$ cat src/rtl/store_buffer.sv
// store_buffer: in-order FIFO of word stores draining into the data RAM write port, with load-overlap hazard detection.
module store_buffer #(
  parameter int DEPTH = 4
) (
  input  logic                     clk,
  input  logic                     rst,
  input  logic                     st_valid,
  input  logic [31:0]              st_addr,
  input  logic [31:0]              st_data,
  input  logic [31:0]              st_pc,
  output logic                     st_ready,
  input  logic                     ld_valid,
  input  logic [31:0]              ld_addr,
  output logic                     ld_hazard,
  input  logic                     drain_en,
  output logic                     mem_write,
  output logic [31:0]              mem_addr,
  output logic [31:0]              mem_data,
  output logic [31:0]              mem_pc,
  output logic                     empty,
  output logic [$clog2(DEPTH):0]   count
);
  localparam int AW = $clog2(DEPTH);
  localparam int CW = AW + 1;
  logic [31:0] addr_q [DEPTH];
  logic [31:0] data_q [DEPTH];
  logic [31:0] pc_q   [DEPTH];
  logic [AW-1:0] head_q, head_d, tail_q, tail_d;
  logic [CW-1:0] count_q, count_d;
  logic [DEPTH-1:0] valid_q, valid_d;
  logic push, pop, hit;
  assign st_ready  = count_q < CW'(DEPTH);
  assign empty     = count_q == '0;
  assign count     = count_q;
  assign push      = st_valid && st_ready && !rst;
  assign pop       = !empty && drain_en && !rst;
  assign mem_write = pop;
  assign mem_addr  = empty ? '0 : addr_q[head_q];
  assign mem_data  = empty ? '0 : data_q[head_q];
  assign mem_pc    = empty ? '0 : pc_q[head_q];
  assign ld_hazard = ld_valid && hit;
  // The draining head stays in the compare; an entry being pushed is not yet valid.
  always_comb begin
    hit = 1'b0;
    for (int i = 0; i < DEPTH; i++)
      hit = hit | (valid_q[i] && addr_q[i][31:2] == ld_addr[31:2]);
  end
  always_comb begin
    head_d  = head_q + AW'(pop);
    tail_d  = tail_q + AW'(push);
    count_d = count_q + CW'(push) - CW'(pop);
    valid_d = valid_q;
    if (push) valid_d[tail_q] = 1'b1;
    if (pop) valid_d[head_q] = 1'b0;
  end
  always_ff @(posedge clk) begin
    if (rst) begin
      head_q  <= '0;
      tail_q  <= '0;
      count_q <= '0;
      valid_q <= '0;
    end else begin
      head_q  <= head_d;
      tail_q  <= tail_d;
      count_q <= count_d;
      valid_q <= valid_d;
    end
  end
  always_ff @(posedge clk) begin
    if (push) begin
      addr_q[tail_q] <= st_addr;
      data_q[tail_q] <= st_data;
      pc_q[tail_q]   <= st_pc;
    end
  end
endmodule

$ cat config.mk
export PLATFORM = sky130hd
export DESIGN_NAME = store_buffer
export DESIGN_NICKNAME = d
export VERILOG_FILES = /design/src/rtl/store_buffer.sv
export SDC_FILE = /design/constraint.sdc
export NUM_CORES = 1
export LEC_CHECK = 0
export ABC_CLOCK_PERIOD_IN_PS = 10900
export CAP_MARGIN = 25
export CORE_UTILIZATION = 51
export CTS_BUF_LIST = sky130_fd_sc_hd__clkbuf_2 sky130_fd_sc_hd__clkbuf_4 sky130_fd_sc_hd__clkbuf_8
export CTS_CLUSTER_DIAMETER = 80
export DETAILED_ROUTE_END_ITERATION = 10
export PLACE_DENSITY = 0.87
export SETUP_SLACK_MARGIN = 0.4
export SYNTH_ARGS = -nofsm -noshare
export SYNTH_HDL_FRONTEND = slang
export SYNTH_SLANG_ARGS = --single-unit
$ cat constraint.sdc
create_clock -name clk -period 10.9 [get_ports clk]
set_input_delay 2.725 -clock clk [delete_from_list [all_inputs] [get_ports clk]]
set_output_delay 2.725 -clock clk [all_outputs]
set_load 0.05 [all_outputs]
### Cell sizes after repair, run 1

Bar = 50 um.
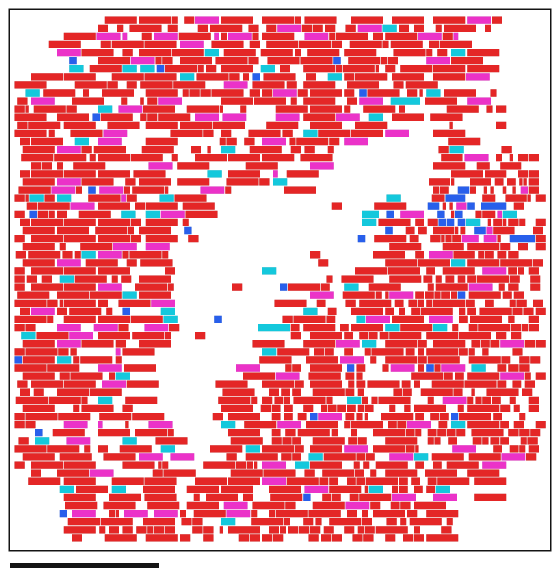
[cyan] drive 6 and up | cells: 65 | share: 5.7%
[blue] drive 3 to 4 | cells: 36 | share: 3.1%
[magenta] drive 2 | cells: 109 | share: 9.5%
[red] drive 1 or less | cells: 936 | share: 82%

### Clock nets, run 1

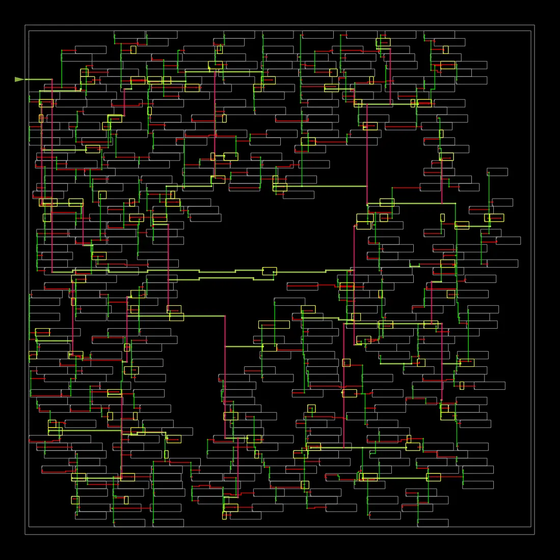
CLK BUF: 80
clock skew: 31.4 ps
insertion delay to the later sink of the worst-skew pair: 610 ps
Clk power: 1.16 mW

### Where the registers sit, run 1

Bar = 50 um. Other sequential cells in the stronger gray, the rest of the logic in the fainter gray.
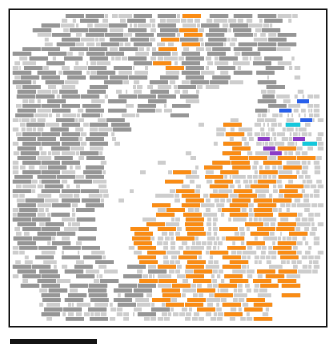
[cyan] head_q | flops: 2
[orange] addr_q | flops: 128
[blue] count | flops: 3
[purple] valid_q | flops: 4 | where: east

-- run 1: placed cells by master, fill, tap and decap left out, drive strengths merged --
cell type      Yosys  layout
fa                 1       1
dfxtp             11      11
mux4              96      96
nor4              16      16
nor3b              1       1
xnor2             80      80
nand3              1       1
edfxtp           384     384
o21a               1       1
nor2b              3       3
clkinv             0      29
nor3               1       1
clkbuf            18      80
or3                1       1
o22ai              1       1
diode              0       3
and2              96      96
a211oi             1       1
and3               1       1
nand2              3       3
a41oi              2       2
clkdlybuf4s50      0     233
ha                 4       4
buf               32      12
xor2              44      44
nor2              11      11
inv                6       7
nand4             24      24
o32ai              1       1
bufinv             0       1
-- run 1: tightest hold or removal path, delay by kind of cell (launching register included) --
family          cells  cell delay [ps]
compound gates      1              110
simple gates        1               60
flops               1              320
==> flow_summary.yaml, run 1 <==
# implementation run metrics
layout:
  regArea_sq_mm: 0.0118
  diodes: 3
  comb_area_sq_mm: 0.00437
  fill_cells: 2139
  ff_count: 395
cts:
  postCtsResizedCells: 0
pwr:
  combPwrFrac_pct: 33.2
  p_sw_mw: 1.51
  p_int_mw: 2.86
  p_total_mw: 4.37
yosys:
  ys_seq_share_pct: 71.4
  ys_top_logic_family: "multiplexers"
job:
  warnings: 28
detailed_routing:
  vias_per_cell: 5.56
  route.met3.wl_um: 3330
  drt-met1-wl_um: 13700
  ant_nets: 0
  wl_met2_um: 17500
status:
  status: "finished clean"
sta:
  tns_ps: 0
floorplan:
  rows: 65
worst_setup_path:
  crit_fanout: 4
  cp-start-kind: "input port"
  slowest_stage: "clkdlybuf4s50_1"
grt:
  grt_usage_pct: 21.6
placed_design:
  place_inst: 1436
--- run 2 (diff from run 1) ---
ABC_CLOCK_PERIOD_IN_PS = 8350   (was 10900)
CORE_UTILIZATION = 56   (was 51)
PLACE_DENSITY = 0.91   (was 0.87)
clock period = 8.35 ns   (was 10.9 ns; I/O delays follow)
### Cell sizes after repair, run 2

Bar = 50 um.
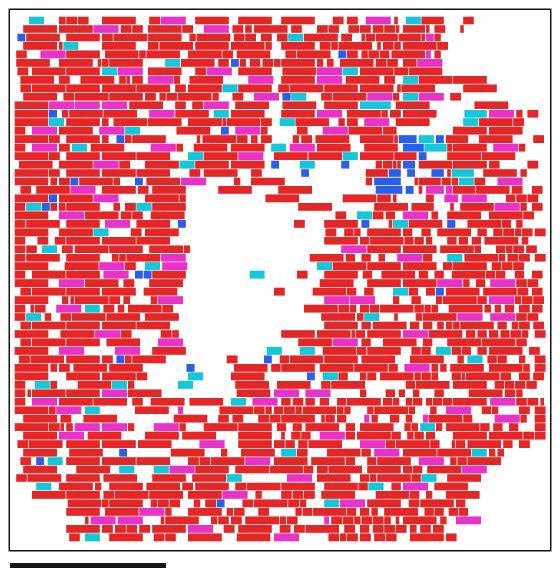
[cyan] drive 6 and up | cells: 65 | share: 5.7%
[magenta] drive 2 | cells: 105 | share: 9.2%
[red] drive 1 or less | cells: 935 | share: 82%
[blue] drive 3 to 4 | cells: 38 | share: 3.3%

==> run 2 against run 1 <==
Effect of this change:
- sequential power grew 31%
- die area shrank 8.8%
- via count grew 0.61%
- clock skew shrank 12 ps
- register-to-register slack lost 2400 ps
- first-iteration DRC count shrank 0.30%
==> flow_summary.yaml, run 2 <==
# implementation run metrics
sta:
  clock.fmax_mhz: 144
  worst_pin_slew_ps: 979
  worst_clock_skew_ps: 19.6
  tns_ps: 0
  slew-limit-headroom_pct: 34.7
yosys:
  ys_seq_share_pct: 71.4
  ff_type: "edfxtp_1"
  ys_top_logic_family: "multiplexers"
  syn_area_per_cell_sq_um: 19.6
  top_cell: "edfxtp_1"
worst_setup_path:
  slowest_stage: "clkdlybuf4s50_1"
  cp-start-kind: "input port"
  crit_fanout: 4
  crit_buf_inv: 2
  cpLargestDelayFamily: "buffers and inverters"
  rr_startpoint: "count[2]$_SDFF_PP0_"
  r2r-end: "count[2]$_SDFF_PP0_"
cts:
  h-tree-depth: 2
  cts-root-buf: "clkbuf_8"
  clkLatencyLatePin_ps: 580
  postCtsResizedCells: 0
pwr:
  p_total_mw: 5.66
  p_per_area_mw_per_mm2: 280
layout:
  comb_area_sq_mm: 0.00438
  lay_top_count: "edfxtp_1"
  fill_cells: 1696
  regArea_sq_mm: 0.0118
  utilization_pct: 70.3
  final_cell_mix: "edfxtp_1, clkdlybuf4s50_1, mux4_2, and2_1, xnor2_1"
min_path:
  hold_start: "valid_q[0]$_SDFF_PP0_"
placed_design:
  place_inst: 1416
detailed_routing:
  vias_per_cell: 5.67
  highest_layer: "met4"
  wl_um: 35500
  ant_nets: 0
  drt-met1-wl_um: 13500
  wl_met2_um: 18200
  route.met3.wl_um: 2880
floorplan:
  pin_count: 236
  fp_util_pct: 57.2
  rows: 62
  die_x_um: 173
grt:
  grt_usage_pct: 24.1
  grt_util_met3_pct: 6.82
  grt_antenna_before_repair: 3
status:
  status: "finished clean"
job:
  warnings: 28
[run 2: cell counts after synthesis]
No cell type changed its count.
[run 2: final cells by class]
cell class / count / area share [%]
antenna: 3 / 0.0371
clock buffer: 82 / 4.93
clock inverter: 27 / 0.587
timing repair buffer: 244 / 12.2
multi-input combinational: 389 / 21.6
sequential: 395 / 58.1
tap: 384 / 2.37
inverter: 6 / 0.111
[run 2: cell families after synthesis]
| family | after synthesis |
|---|---|
| xor+xnor | 124 |
| flops | 395 |
| mux | 96 |
| compound gates | 6 |
| buf+inv | 56 |
| fa+ha+maj | 5 |
| simple gates | 158 |
[run 2: where the power goes]
group / switching, mW / internal [mW] / leakage (nW)
sequential: 0.0387 / 2.26 / 3.57
clock: 0.692 / 0.769 / 0.585
combinational: 1.22 / 0.686 / 2.20
total: 1.95 / 3.71 / 6.36
Power is estimated from default activity; no workload was simulated.
